--- config.mk ---
export PLATFORM = sky130hd
export DESIGN_NAME = alu32_issue_seq
export DESIGN_NICKNAME = d
export VERILOG_FILES = /design/src/rtl/alu32_pkg.sv /design/src/rtl/alu32_job_fifo.sv /design/src/rtl/alu32_issue_seq.sv
export SDC_FILE = /design/constraint.sdc
export NUM_CORES = 1
export LEC_CHECK = 0
export ABC_AREA = 1
export ABC_CLOCK_PERIOD_IN_PS = 12850
export CAP_MARGIN = 15
export CORE_ASPECT_RATIO = 1.2
export CORE_MARGIN = 3
export CORE_UTILIZATION = 30
export DETAILED_ROUTE_END_ITERATION = 12
export PLACE_DENSITY_LB_ADDON = 0.1
export SETUP_SLACK_MARGIN = 0.2
export SYNTH_ARGS = -nofsm -noshare
export SYNTH_HDL_FRONTEND = slang
export SYNTH_SLANG_ARGS = --single-unit
--- constraint.sdc ---
create_clock -name CLK -period 12.85 [get_ports CLK]
set_input_delay 2.57 -clock CLK [delete_from_list [all_inputs] [get_ports CLK]]
set_output_delay 2.57 -clock CLK [all_outputs]
set_load 0.05 [all_outputs]
--- src/rtl/alu32_pkg.sv ---
// Shared definitions for the ALU issue sequencer: opcodes, job layout and
// the mask priority helpers used to walk a job's enabled opcodes.
package alu32_pkg;

  localparam int ALU_W  = 32;
  localparam int OP_W   = 3;
  localparam int MASK_W = 8;
  localparam int JOB_W  = 2 * ALU_W + 1 + MASK_W;

  localparam logic [OP_W-1:0] OP_AND    = 3'd0;
  localparam logic [OP_W-1:0] OP_OR     = 3'd1;
  localparam logic [OP_W-1:0] OP_XOR    = 3'd2;
  localparam logic [OP_W-1:0] OP_NOT    = 3'd3;
  localparam logic [OP_W-1:0] OP_ADD    = 3'd4;
  localparam logic [OP_W-1:0] OP_LSHIFT = 3'd5;
  localparam logic [OP_W-1:0] OP_RSHIFT = 3'd6;
  localparam logic [OP_W-1:0] OP_TRUNC  = 3'd7;

  typedef struct packed {
    logic [ALU_W-1:0]  a;
    logic [ALU_W-1:0]  b;
    logic              ci;
    logic [MASK_W-1:0] mask;
  } JobFields;

  typedef enum logic {IDLE, ISSUE} SeqState;

  // An empty mask means "run every opcode".
  function automatic logic [MASK_W-1:0] effMask(input logic [MASK_W-1:0] m);
    return (m == '0) ? '1 : m;
  endfunction

  function automatic logic [OP_W-1:0] lowestBit(input logic [MASK_W-1:0] m);
    logic [OP_W-1:0] idx;
    idx = '0;
    for (int k = MASK_W - 1; k >= 0; k--)
      if (m[k]) idx = OP_W'(k);
    return idx;
  endfunction

  // Returns {found, index} of the lowest set bit strictly above cur.
  function automatic logic [OP_W:0] nextBit(input logic [MASK_W-1:0] m,
                                            input logic [OP_W-1:0]   cur);
    logic [OP_W:0] res;
    res = '0;
    for (int k = MASK_W - 1; k >= 0; k--)
      if (m[k] && (k > int'(cur))) res = {1'b1, OP_W'(k)};
    return res;
  endfunction

endpackage

--- src/rtl/alu32_job_fifo.sv ---
// Job buffer for the issue sequencer. Exposes both the head entry and the
// entry behind it so the sequencer can preload the following job's opcode.
module alu32_job_fifo
  import alu32_pkg::*;
#(
  parameter int DEPTH = 4,
  parameter int WIDTH = JOB_W
) (
  input  logic                   clock,
  input  logic                   resetN,
  input  logic                   push,
  input  logic [WIDTH-1:0]       pushData,
  input  logic                   pop,
  output logic [WIDTH-1:0]       headData,
  output logic [WIDTH-1:0]       nextData,
  output logic [$clog2(DEPTH):0] count,
  output logic                   full,
  output logic                   empty
);

  localparam int PW = $clog2(DEPTH);

  logic [WIDTH-1:0] mem [DEPTH];
  logic [PW-1:0]    rdPtr;
  logic [PW-1:0]    wrPtr;
  logic             doPush;
  logic             doPop;

  assign full     = (count == (PW+1)'(DEPTH));
  assign empty    = (count == '0);
  assign doPush   = push && !full;
  assign doPop    = pop && !empty;
  assign headData = mem[rdPtr];
  assign nextData = mem[rdPtr + PW'(1)];

  always_ff @(posedge clock or negedge resetN) begin
    if (!resetN) begin
      rdPtr <= '0;
      wrPtr <= '0;
      count <= '0;
    end else begin
      if (doPush) wrPtr <= wrPtr + PW'(1);
      if (doPop)  rdPtr <= rdPtr + PW'(1);
      case ({doPush, doPop})
        2'b10:   count <= count + 1'b1;
        2'b01:   count <= count - 1'b1;
        default: count <= count;
      endcase
    end
  end

  always_ff @(posedge clock) begin
    if (doPush) mem[wrPtr] <= pushData;
  end

endmodule

--- src/rtl/alu32_issue_seq.sv ---
// Issue sequencer: walks each buffered job through its enabled ALU opcodes
// in ascending order and registers every ALU answer into a result stream.
module alu32_issue_seq
  import alu32_pkg::*;
#(
  parameter int DEPTH = 4,
  parameter int W     = ALU_W
) (
  input  logic         CLK,
  input  logic         RST_N,
  input  logic         In_Valid,
  output logic         In_Ready,
  input  logic [W-1:0] In_A,
  input  logic [W-1:0] In_B,
  input  logic         In_CI,
  input  logic [7:0]   In_Mask,
  output logic [W-1:0] AluIn1,
  output logic [W-1:0] AluIn2,
  output logic         AluCI,
  output logic [2:0]   AluA,
  input  logic [W-1:0] AluOut,
  input  logic         AluCO,
  output logic         Res_Valid,
  input  logic         Res_Ready,
  output logic [W-1:0] Res_Data,
  output logic         Res_CO,
  output logic [2:0]   Res_Op,
  output logic         Res_Last,
  output logic         Busy
);

  localparam int CW = $clog2(DEPTH) + 1;

  JobFields          pushJob;
  JobFields          headJob;
  JobFields          nextJob;
  logic [JOB_W-1:0]  headRaw;
  logic [JOB_W-1:0]  nextRaw;
  logic [CW-1:0]     fifoCount;
  logic              fifoFull;
  logic              fifoEmpty;
  SeqState           state;
  logic [OP_W-1:0]   opCnt;
  logic [OP_W:0]     nextInfo;
  logic              lastOp;
  logic              capture;
  logic              pushFire;
  logic              popJob;
  logic              followAvail;
  logic [MASK_W-1:0] followMask;

  assign pushJob = '{a: In_A, b: In_B, ci: In_CI, mask: effMask(In_Mask)};
  assign headJob = headRaw;
  assign nextJob = nextRaw;

  assign In_Ready = !fifoFull;
  assign pushFire = In_Valid && !fifoFull;
  assign nextInfo = nextBit(headJob.mask, opCnt);
  assign lastOp   = !nextInfo[OP_W];
  assign capture  = (state == ISSUE) && !fifoEmpty && (!Res_Valid || Res_Ready);
  assign popJob   = capture && lastOp;

  // The job after the head is either already queued or arriving this very edge.
  assign followAvail = (fifoCount > CW'(1)) || pushFire;
  assign followMask  = (fifoCount > CW'(1)) ? nextJob.mask : pushJob.mask;

  assign AluIn1 = fifoEmpty ? '0 : headJob.a;
  assign AluIn2 = fifoEmpty ? '0 : headJob.b;
  assign AluCI  = fifoEmpty ? 1'b0 : headJob.ci;
  assign AluA   = fifoEmpty ? '0 : opCnt;
  assign Busy   = !fifoEmpty || Res_Valid;

  alu32_job_fifo #(
    .DEPTH (DEPTH),
    .WIDTH (JOB_W)
  ) jobFifo (
    .clock    (CLK),
    .resetN   (RST_N),
    .push     (pushFire),
    .pushData (pushJob),
    .pop      (popJob),
    .headData (headRaw),
    .nextData (nextRaw),
    .count    (fifoCount),
    .full     (fifoFull),
    .empty    (fifoEmpty)
  );

  always_ff @(posedge CLK or negedge RST_N) begin
    if (!RST_N) begin
      state     <= IDLE;
      opCnt     <= '0;
      Res_Valid <= 1'b0;
      Res_Data  <= '0;
      Res_CO    <= 1'b0;
      Res_Op    <= '0;
      Res_Last  <= 1'b0;
    end else begin
      if (capture) begin
        Res_Valid <= 1'b1;
        Res_Data  <= AluOut;
        Res_CO    <= AluCO;
        Res_Op    <= opCnt;
        Res_Last  <= lastOp;
      end else if (Res_Ready) begin
        Res_Valid <= 1'b0;
      end

      case (state)
        IDLE: begin
          // Preloading on the push edge lets the first result appear one edge later.
          if (!fifoEmpty) begin
            opCnt <= lowestBit(headJob.mask);
            state <= ISSUE;
          end else if (pushFire) begin
            opCnt <= lowestBit(pushJob.mask);
            state <= ISSUE;
          end
        end
        ISSUE: begin
          if (capture) begin
            if (!lastOp) begin
              opCnt <= nextInfo[OP_W-1:0];
            end else if (followAvail) begin
              opCnt <= lowestBit(followMask);
            end else begin
              opCnt <= '0;
              state <= IDLE;
            end
          end
        end
        default: state <= IDLE;
      endcase
    end
  end

endmodule

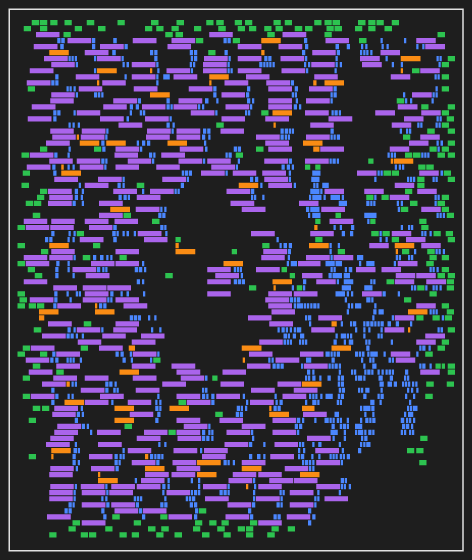
*Cells colored by class*
class	color	cells	share of their area
remaining buffers and delay cells	green	230	13%
clock drivers and dummy loads	orange	69	6.8%
remaining logic cells	blue	875	22%
registers	purple	341	58%
Final Core Density: 39.1%
final instance area: 18,100 um^2
Core Region: 46,300 um^2
row count: 86
flop share of the area: 55.3%

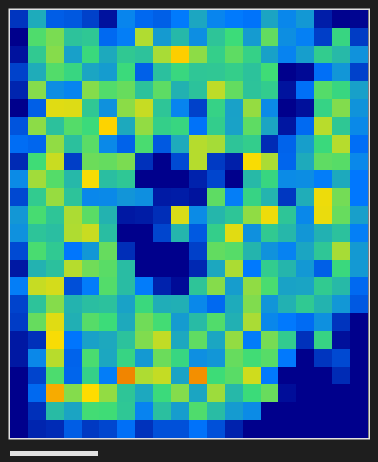
*Cell area per tile*
Bar = 50 um. The die is cut into 20 by 24 equal tiles; dark blue is low, red is high, 0 to 100% covered.
fullest tile	85%
nearly empty tiles	10%
mean over tiles	35%
emptiest ninth of the die	south-east
tiles over 75% full	1.3%
Init Core Util: 30.5%

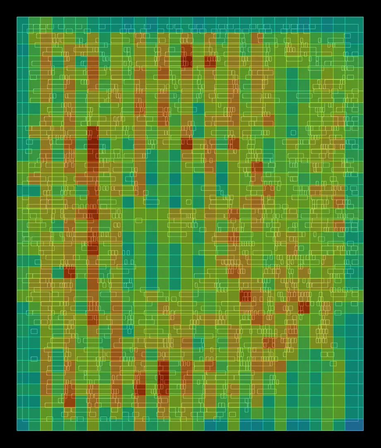
*Track usage over the die*
met2 usage: 25.6%
met1 usage: 19.0%
met3 usage: 3.58%
routed len/inst: 17.6 um

==> run summary <==
fresh numbers from the pnr run: status completed, DRC 0, Filler cells 4,554, Post-Syn Area 14,100 um^2, Adder Area Share 0.798%, Setup TNS 0 ns, crit path DAT 4.01 ns, Seq cells post-synth 341, post-layout min period 6.58 ns, CP Data Required Time 10.28 ns, antenna violations before repair 6, Final ANT Viol Nets 0, vias per std cell 4.60, DRT Pass-1 Iters 6, Hold Crit Depth 2, first-pass GRT wire length 58,500 um, worst min-delay path startpoint Res_Data[3]$_DFFE_PN0P_, clock sink count 341, ao+oa area frac 8.99%, top cell type by total area after synthesis edfxtp_1, post-synthesis sequential area ratio 70.8%, Initial DRC Count 448, Setup Skew 0.0139 ns, hold buffer count at CTS 0, worst slew pin tran 1.13 ns, Ports 218, clk buf depth 3, CTS tree built, Syn Inst Count 1,281, Post-Synth XOR/XNOR Area 0.310%, cell family with most CP delay buffers and inverters, Setup Fix Bufs, Post-CTS 0, RSZ-0062 raised after global routing false, PnR worst setup slack 6.27 ns, Slew Limit Fails 0, Final Cycle Share 51.2%, Pwr Density 296 nW/um^2, Antenna diodes 4, CTS buffer count 39, final setup vio count 0, Hold EP Res_Data[3]$_DFFE_PN0P_, register area 10000 um^2, non-filler instance count after layout 2,135, Post-Place Worst Slack 6.83 ns, critical path's most frequent cell nor2_1, CP Capture Type primary output, Synth Flop Type edfxtp_1, Setup CP Type reg2out, final hold vios 0, Synth area leaders edfxtp_1, dfrtp_1, nor2_1, nand2_1, o21ai_0, syn_area_per_cell 11.0 um^2, Syn. warnings 0, FF-to-FF path depth 12, Comb area share 20.5%, area reported by Yosys stat 14,100 um^2, Flops 341, clock transition at the registers of the reported paths 0.06 ns, dominant kind of combinational cell simple AND/OR/NAND/NOR gates, post-synth cell types 34, total power 5.35 mW, CP max stage cell dfrtp_4, Root Buffer Master clkbuf_16, f_max 152 MHz, largest registers jobFifo.mem: 292 flops, Res_Data: 32 flops, H-tree depth 2, Post-DP HPWL 21,700 um, # clk buffers 54, Crit. path cell count 6, die width 204 um, Worst path max stage delay 0.95 ns, Largest Register jobFifo.mem, CTS-repair resized insts 0, number of global-route vias before repair 10,100, Die ar. 49,700 um^2
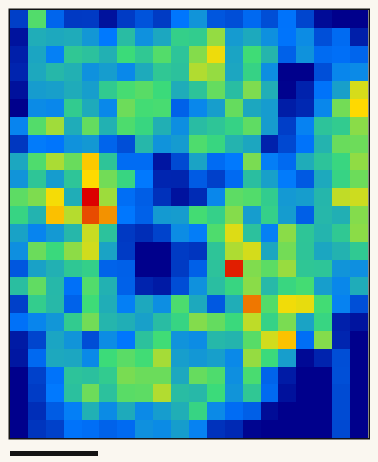
*Wire density map*
Bar = 50 um. The die is cut into 20 by 24 equal tiles; dark blue is low, red is high, scaled to the fullest tile. Values are wire area over tile area, all layers added.
emptiest ninth of the die	south-east
densest ninth of the die	west
fullest tile	0.35
nearly empty tiles	6.9%
DRT Wirelength: 37,700 um
overall via count from detail_route: 9,823
Overall Global Routing Usage: 15.2%

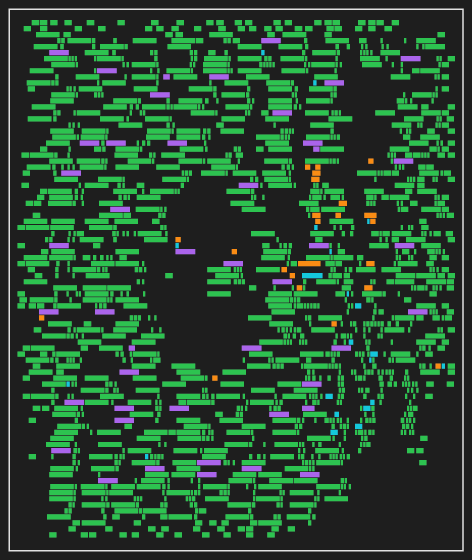
*Cell sizes after repair*
size	color	cells	share	most used
x6 and larger	purple	45	3.0%	clkbuf_16
x1 and smaller	green	1,426	94%	nor2_1
x3 and x4	orange	23	1.5%	buf_4
x2	cyan	21	1.4%	clkinv_2
nonclk buf count: 230
Area growth, synth to finish: 28.2%

cell usage in the layout, fill, tap and decap left out, types with 3 or more instances in the layout:
master	netlist	layout
a21oi_1	78	78
a31oi_1	5	5
buf_4	0	13
clkbuf_1	27	14
clkbuf_16	0	40
clkdlybuf4s50_1	0	216
clkinv_1	0	3
clkinv_2	0	6
dfrtp_1	49	47
diode_2	0	4
edfxtp_1	292	292
ha_1	9	9
inv_1	38	38
inv_2	5	4
inv_6	0	3
nand2_1	228	228
nand3_1	26	26
nand3_2	5	5
nand4_1	5	5
nor2_1	297	293
nor2_4	1	6
o21ai_0	141	141
o21ai_1	15	15
xor2_1	3	3
power by group:
part	total, mW	internal [mW]	switching, mW
Combinational	2.70	0.788	1.92
Clock	1.03	0.595	0.433
Sequential	1.62	1.48	0.133
synth_stat cells (2+ instances only):
cell,instances
o211ai_1,2
xnor2_1,2
nand3_2,5
buf_6,3
nand2_1,228
o21ai_0,141
nor2_2,3
nor2_1,297
clkbuf_1,27
nand4_1,5
dfrtp_1,49
a31oi_1,5
o21ai_1,15
xor2_1,3
edfxtp_1,292
o22ai_1,2
nand3_1,26
ha_1,9
inv_1,38
buf_1,15
inv_2,5
buf_2,20
a21oi_1,78
worst reg2reg max path, stage by stage (launching register included):
cell and delay (ns):
dfrtp_4 0.95, buf_4 0.86, o21ai_0 0.53, nand3_2 0.16
nand2_1 0.07, nor2_2 0.15, nand3_2 0.17, nor2_4 0.20
ha_1 0.30, nor2_1 0.12, o21ai_0 0.10, xor2_1 0.14
inv_1 0.05
routing by layer:
layer	up-vias	routed length, um	track usage (%)
met5	-	33	0
met4	4	959	5.55
met3	53	2260	3.58
met2	235	17900	25.6
met1	4726	16600	19.0
li1	4805	-	-
Power and IR drop assume default switching activity.
